===== config.mk =====
export PLATFORM = sky130hd
export DESIGN_NAME = seven_segment_decoder
export DESIGN_NICKNAME = d
export VERILOG_FILES = /design/src/rtl/seven_seg_pkg.sv /design/src/rtl/seven_segment_glyph_decoder.sv /design/src/rtl/seven_segment_decoder.sv
export SDC_FILE = /design/constraint.sdc
export NUM_CORES = 1
export LEC_CHECK = 0
export CELL_PAD_IN_SITES_DETAIL_PLACEMENT = 0
export CELL_PAD_IN_SITES_GLOBAL_PLACEMENT = 1
export CORE_ASPECT_RATIO = 0.7
export CORE_UTILIZATION = 35
export DETAILED_ROUTE_END_ITERATION = 6
export HOLD_SLACK_MARGIN = 0.06
export PLACE_DENSITY_LB_ADDON = 0.05
export REMOVE_ABC_BUFFERS = 1
export SLEW_MARGIN = 5
export SYNTH_ARGS = -nofsm -noshare
export SYNTH_HDL_FRONTEND = slang
export SYNTH_HIERARCHICAL = 1
export SYNTH_SLANG_ARGS = --single-unit

===== constraint.sdc =====
create_clock -name clk -period 3.66 [get_ports clk]
set_input_delay 0.732 -clock clk [delete_from_list [all_inputs] [get_ports clk]]
set_output_delay 0.732 -clock clk [all_outputs]
set_load 0.005 [all_outputs]

===== src/rtl/seven_seg_pkg.sv =====
// rtl/seven_seg_pkg.sv - glyph constants, digit indices and FSM encoding for seven_segment_decoder
package seven_seg_pkg;

  localparam logic [6:0] GLYPH_0 = 7'b1111110;
  localparam logic [6:0] GLYPH_1 = 7'b0110000;
  localparam logic [6:0] GLYPH_2 = 7'b1101101;
  localparam logic [6:0] GLYPH_3 = 7'b1111001;
  localparam logic [6:0] GLYPH_4 = 7'b0110011;
  localparam logic [6:0] GLYPH_5 = 7'b1011011;
  localparam logic [6:0] GLYPH_6 = 7'b1011111;
  localparam logic [6:0] GLYPH_7 = 7'b1110000;
  localparam logic [6:0] GLYPH_8 = 7'b1111111;
  localparam logic [6:0] GLYPH_9 = 7'b1111011;

  localparam logic [6:0] SIGN_NEG = 7'b0000001;
  localparam logic [6:0] SIGN_POS = 7'b0000000;

  localparam logic [1:0] DIG_ONES = 2'd0;
  localparam logic [1:0] DIG_TENS = 2'd1;
  localparam logic [1:0] DIG_HUND = 2'd2;
  localparam logic [1:0] DIG_SIGN = 2'd3;

  // HOLD: digit captured, waiting for the anode to move before re-arming
  typedef enum logic [2:0] {
    ST_WAIT,
    ST_SETTLE,
    ST_HOLD,
    ST_CONVERT,
    ST_REPORT
  } state_t;

  function automatic logic one_low(input logic [3:0] an);
    logic [3:0] l;
    l = ~an;
    return (l != 4'd0) && ((l & (l - 4'd1)) == 4'd0);
  endfunction

  function automatic logic [1:0] low_index(input logic [3:0] an);
    if (!an[0])      return DIG_ONES;
    else if (!an[1]) return DIG_TENS;
    else if (!an[2]) return DIG_HUND;
    else             return DIG_SIGN;
  endfunction

endpackage


===== src/rtl/seven_segment_glyph_decoder.sv =====
// rtl/seven_segment_glyph_decoder.sv - combinational segment pattern to BCD digit lookup
module seven_segment_glyph_decoder
  import seven_seg_pkg::*;
(
  input  logic [6:0] i_seg,
  output logic [3:0] o_bcd,
  output logic       o_glyph_ok
);

  always_comb begin
    o_bcd      = 4'd0;
    o_glyph_ok = 1'b1;
    case (i_seg)
      GLYPH_0: o_bcd = 4'd0;
      GLYPH_1: o_bcd = 4'd1;
      GLYPH_2: o_bcd = 4'd2;
      GLYPH_3: o_bcd = 4'd3;
      GLYPH_4: o_bcd = 4'd4;
      GLYPH_5: o_bcd = 4'd5;
      GLYPH_6: o_bcd = 4'd6;
      GLYPH_7: o_bcd = 4'd7;
      GLYPH_8: o_bcd = 4'd8;
      GLYPH_9: o_bcd = 4'd9;
      default: o_glyph_ok = 1'b0;
    endcase
  end

endmodule


===== src/rtl/seven_segment_decoder.sv =====
// rtl/seven_segment_decoder.sv - rebuilds a signed 8-bit value from a scanned 4-digit seven-segment bus
// Optional: SEVSEG_DEC_CHANGE_ONLY_EN suppresses data_valid when a frame repeats the held value.
module seven_segment_decoder
  import seven_seg_pkg::*;
#(
  parameter int SETTLE_CYCLES = 4
) (
  input  logic              clk,
  input  logic              rst,
  input  logic              anode0_en,
  input  logic              anode1_en,
  input  logic              anode2_en,
  input  logic              anode3_en,
  input  logic              a_in,
  input  logic              b_in,
  input  logic              c_in,
  input  logic              d_in,
  input  logic              e_in,
  input  logic              f_in,
  input  logic              g_in,
  output logic signed [7:0] binary,
  output logic              data_valid,
  output logic              decode_error
);

`ifdef SEVSEG_DEC_CHANGE_ONLY_EN
  localparam bit CHANGE_ONLY = 1'b1;
`else
  localparam bit CHANGE_ONLY = 1'b0;
`endif
  localparam int CW = $clog2(SETTLE_CYCLES + 1);

  state_t      r_state, w_state_nxt;
  logic [3:0]  r_anode;
  logic [6:0]  r_seg;
  logic [CW-1:0] r_cnt;
  logic [3:0]  r_mask;
  logic        r_neg;
  logic [3:0]  r_hund, r_tens, r_ones;
  logic [9:0]  r_mag;
  logic [7:0]  r_binary;
  logic        r_data_valid, r_decode_error, r_glyph_err, r_first;

  logic [3:0]  w_anode;
  logic [6:0]  w_seg;
  logic        w_one_hot, w_same, w_arm, w_capture, w_cap_ok;
  logic [1:0]  w_digit;
  logic [3:0]  w_bcd, w_mask_nxt;
  logic        w_glyph_ok, w_sign_ok, w_range_ok;
  logic [7:0]  w_val;

  assign w_anode   = {anode3_en, anode2_en, anode1_en, anode0_en};
  assign w_seg     = {a_in, b_in, c_in, d_in, e_in, f_in, g_in};
  assign w_one_hot = one_low(w_anode);
  assign w_same    = (w_anode == r_anode) && (w_seg == r_seg);
  assign w_digit   = low_index(r_anode);
  assign w_sign_ok = (r_seg == SIGN_NEG) || (r_seg == SIGN_POS);
  assign w_cap_ok  = (w_digit == DIG_SIGN) ? w_sign_ok : w_glyph_ok;
  assign w_capture = (r_state == ST_SETTLE) && w_same && (r_cnt == CW'(SETTLE_CYCLES));
  assign w_mask_nxt = r_mask | (4'd1 << w_digit);
  assign w_arm = w_one_hot && ((r_state == ST_WAIT) ||
                               ((r_state == ST_SETTLE) && !w_same) ||
                               ((r_state == ST_HOLD) && (w_anode != r_anode)));

  assign w_range_ok = r_neg ? (r_mag <= 10'd128) : (r_mag <= 10'd127);
  assign w_val      = r_neg ? (8'd0 - r_mag[7:0]) : r_mag[7:0];

  assign binary       = r_binary;
  assign data_valid   = r_data_valid;
  assign decode_error = r_decode_error;

  seven_segment_glyph_decoder u_glyph (
    .i_seg      (r_seg),
    .o_bcd      (w_bcd),
    .o_glyph_ok (w_glyph_ok)
  );

  always_ff @(posedge clk or posedge rst) begin
    if (rst) r_state <= ST_WAIT;
    else     r_state <= w_state_nxt;
  end

  always_comb begin
    w_state_nxt = r_state;
    case (r_state)
      ST_WAIT:   if (w_one_hot) w_state_nxt = ST_SETTLE;
      ST_SETTLE: begin
        if (!w_same)
          w_state_nxt = w_one_hot ? ST_SETTLE : ST_WAIT;
        else if (w_capture)
          w_state_nxt = (w_cap_ok && (w_mask_nxt == 4'b1111)) ? ST_CONVERT : ST_HOLD;
      end
      ST_HOLD:   if (w_anode != r_anode) w_state_nxt = w_one_hot ? ST_SETTLE : ST_WAIT;
      ST_CONVERT: w_state_nxt = ST_REPORT;
      ST_REPORT:  w_state_nxt = ST_HOLD;
      default:    w_state_nxt = ST_WAIT;
    endcase
  end

  always_ff @(posedge clk or posedge rst) begin
    if (rst) begin
      r_anode        <= 4'hF;
      r_seg          <= 7'd0;
      r_cnt          <= '0;
      r_mask         <= 4'd0;
      r_neg          <= 1'b0;
      r_hund         <= 4'd0;
      r_tens         <= 4'd0;
      r_ones         <= 4'd0;
      r_mag          <= 10'd0;
      r_binary       <= 8'd0;
      r_data_valid   <= 1'b0;
      r_decode_error <= 1'b0;
      r_glyph_err    <= 1'b0;
      r_first        <= 1'b1;
    end else begin
      r_data_valid   <= 1'b0;
      r_decode_error <= r_glyph_err;
      r_glyph_err    <= 1'b0;

      if (w_arm) begin
        r_anode <= w_anode;
        r_seg   <= w_seg;
        r_cnt   <= CW'(1);
      end else if ((r_state == ST_SETTLE) && w_same && (r_cnt != CW'(SETTLE_CYCLES))) begin
        r_cnt <= r_cnt + CW'(1);
      end

      if (w_capture) begin
        if (!w_cap_ok) begin
          r_glyph_err <= 1'b1;
          r_mask      <= 4'd0;
        end else begin
          r_mask <= w_mask_nxt;
          case (w_digit)
            DIG_ONES: r_ones <= w_bcd;
            DIG_TENS: r_tens <= w_bcd;
            DIG_HUND: r_hund <= w_bcd;
            default:  r_neg  <= (r_seg == SIGN_NEG);
          endcase
        end
      end

      if (r_state == ST_CONVERT)
        r_mag <= 10'(r_hund) * 10'd100 + 10'(r_tens) * 10'd10 + 10'(r_ones);

      if (r_state == ST_REPORT) begin
        r_mask <= 4'd0;
        if (w_range_ok) begin
          r_binary <= w_val;
          r_first  <= 1'b0;
          if (!CHANGE_ONLY || r_first || (w_val != r_binary))
            r_data_valid <= 1'b1;
        end else begin
          r_decode_error <= 1'b1;
        end
      end
    end
  end

endmodule


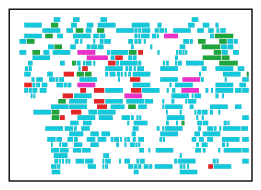
Fig. 1. Cells by drive strength.
Scale: 2 px per µm.
[cyan] drive 1 or less | cells: 313 | share: 87% | most used: dfrtp_1
[green] drive 2 | cells: 25 | share: 6.9% | most used: mux2_2
[red] drive 3 to 4 | cells: 16 | share: 4.4% | most used: mux2_4
[magenta] drive 6 and up | cells: 7 | share: 1.9% | most used: clkbuf_16

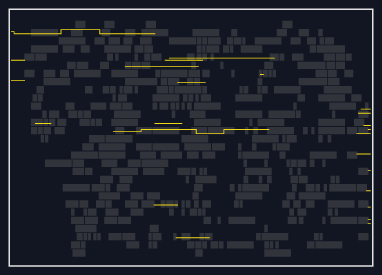
Fig. 2. Met3 routing.
Scale: 3 px per µm.
share of all routed wire: 3.5%
longest straight run: 35.0 µm
wire length on this layer: 252 µm
nets with wire on the layer: 23
main direction: horizontal

==> summary.txt <==
flow finished, numbers: status finished, final reports clean, worst r2r src r_tens[1], core area 0.009325 mm², total gr overflow 0, # Cells Yosys 336, clock transition at the registers of the reported paths 70 ps, Crit path top cell by count ha_1, Mean Syn Cell Area 10.27 µm², Hold Path Sink decode_error, tool warnings 26, dominant class by area combinational gates, CP Launch Type flop, RSZ-0062 raised after global routing false, chip footprint 0.01027 mm², DP Area 0.003816 mm², Die X 120.7 µm, fmax 321.7 MHz, Final Power 1517 µW, Dominant comb cell simple AND/OR/NAND/NOR gates, CTS tree built, largest net degree at the start of global routing 35, Post-synth seq share 40.03%, met1 WL 4257 µm, Synth Cell Area 0.003451 mm², # hold bufs at CTS 0, first-pass GRT wire length 12590 µm, aoi share 11.13%, Floorplan Utilization 37.01%, die extent in y 85.08 µm, Hold Path Stages 1, Initial DRC Count 122, Mapped Cells 336, Logic inverters 25, max FFs per register 10, Hold Vio Cnt, Final 0, peak supply drop 0.2105 mV, count leader, synth dfrtp_1, critical-path cell list ha_1, ha_1, fa_1, xor2_1, ha_1, ha_1, nand3_1, o211ai_1, o41ai_1, xnor2_1, o21ai_0, most used flip-flop cell dfrtp_1, placed cell count 477, Clock-cell share 4.239%, slowest stage cell on the critical path dfrtp_1, FF-to-FF setup slack 550 ps, via count 2403, M2 GR Usage 20.06%, Setup crit end r_mag[9]
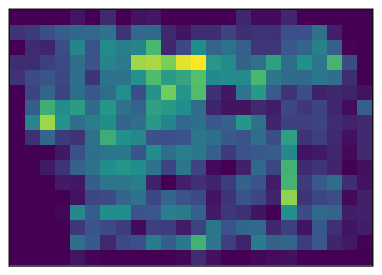
Fig. 3. Wiring heat map.
Scale: 3 px per µm. The die is cut into 24 by 17 equal tiles; dark purple is low, yellow is high, scaled to the fullest tile. Values are wire area over tile area, all layers added.
densest ninth of the die: north
tiles over half the peak: 8.8%
nearly empty tiles: 18%
emptiest ninth of the die: south-west
fullest tile: 0.46

No activity file was given, so power comes from the tool's default toggle rates.
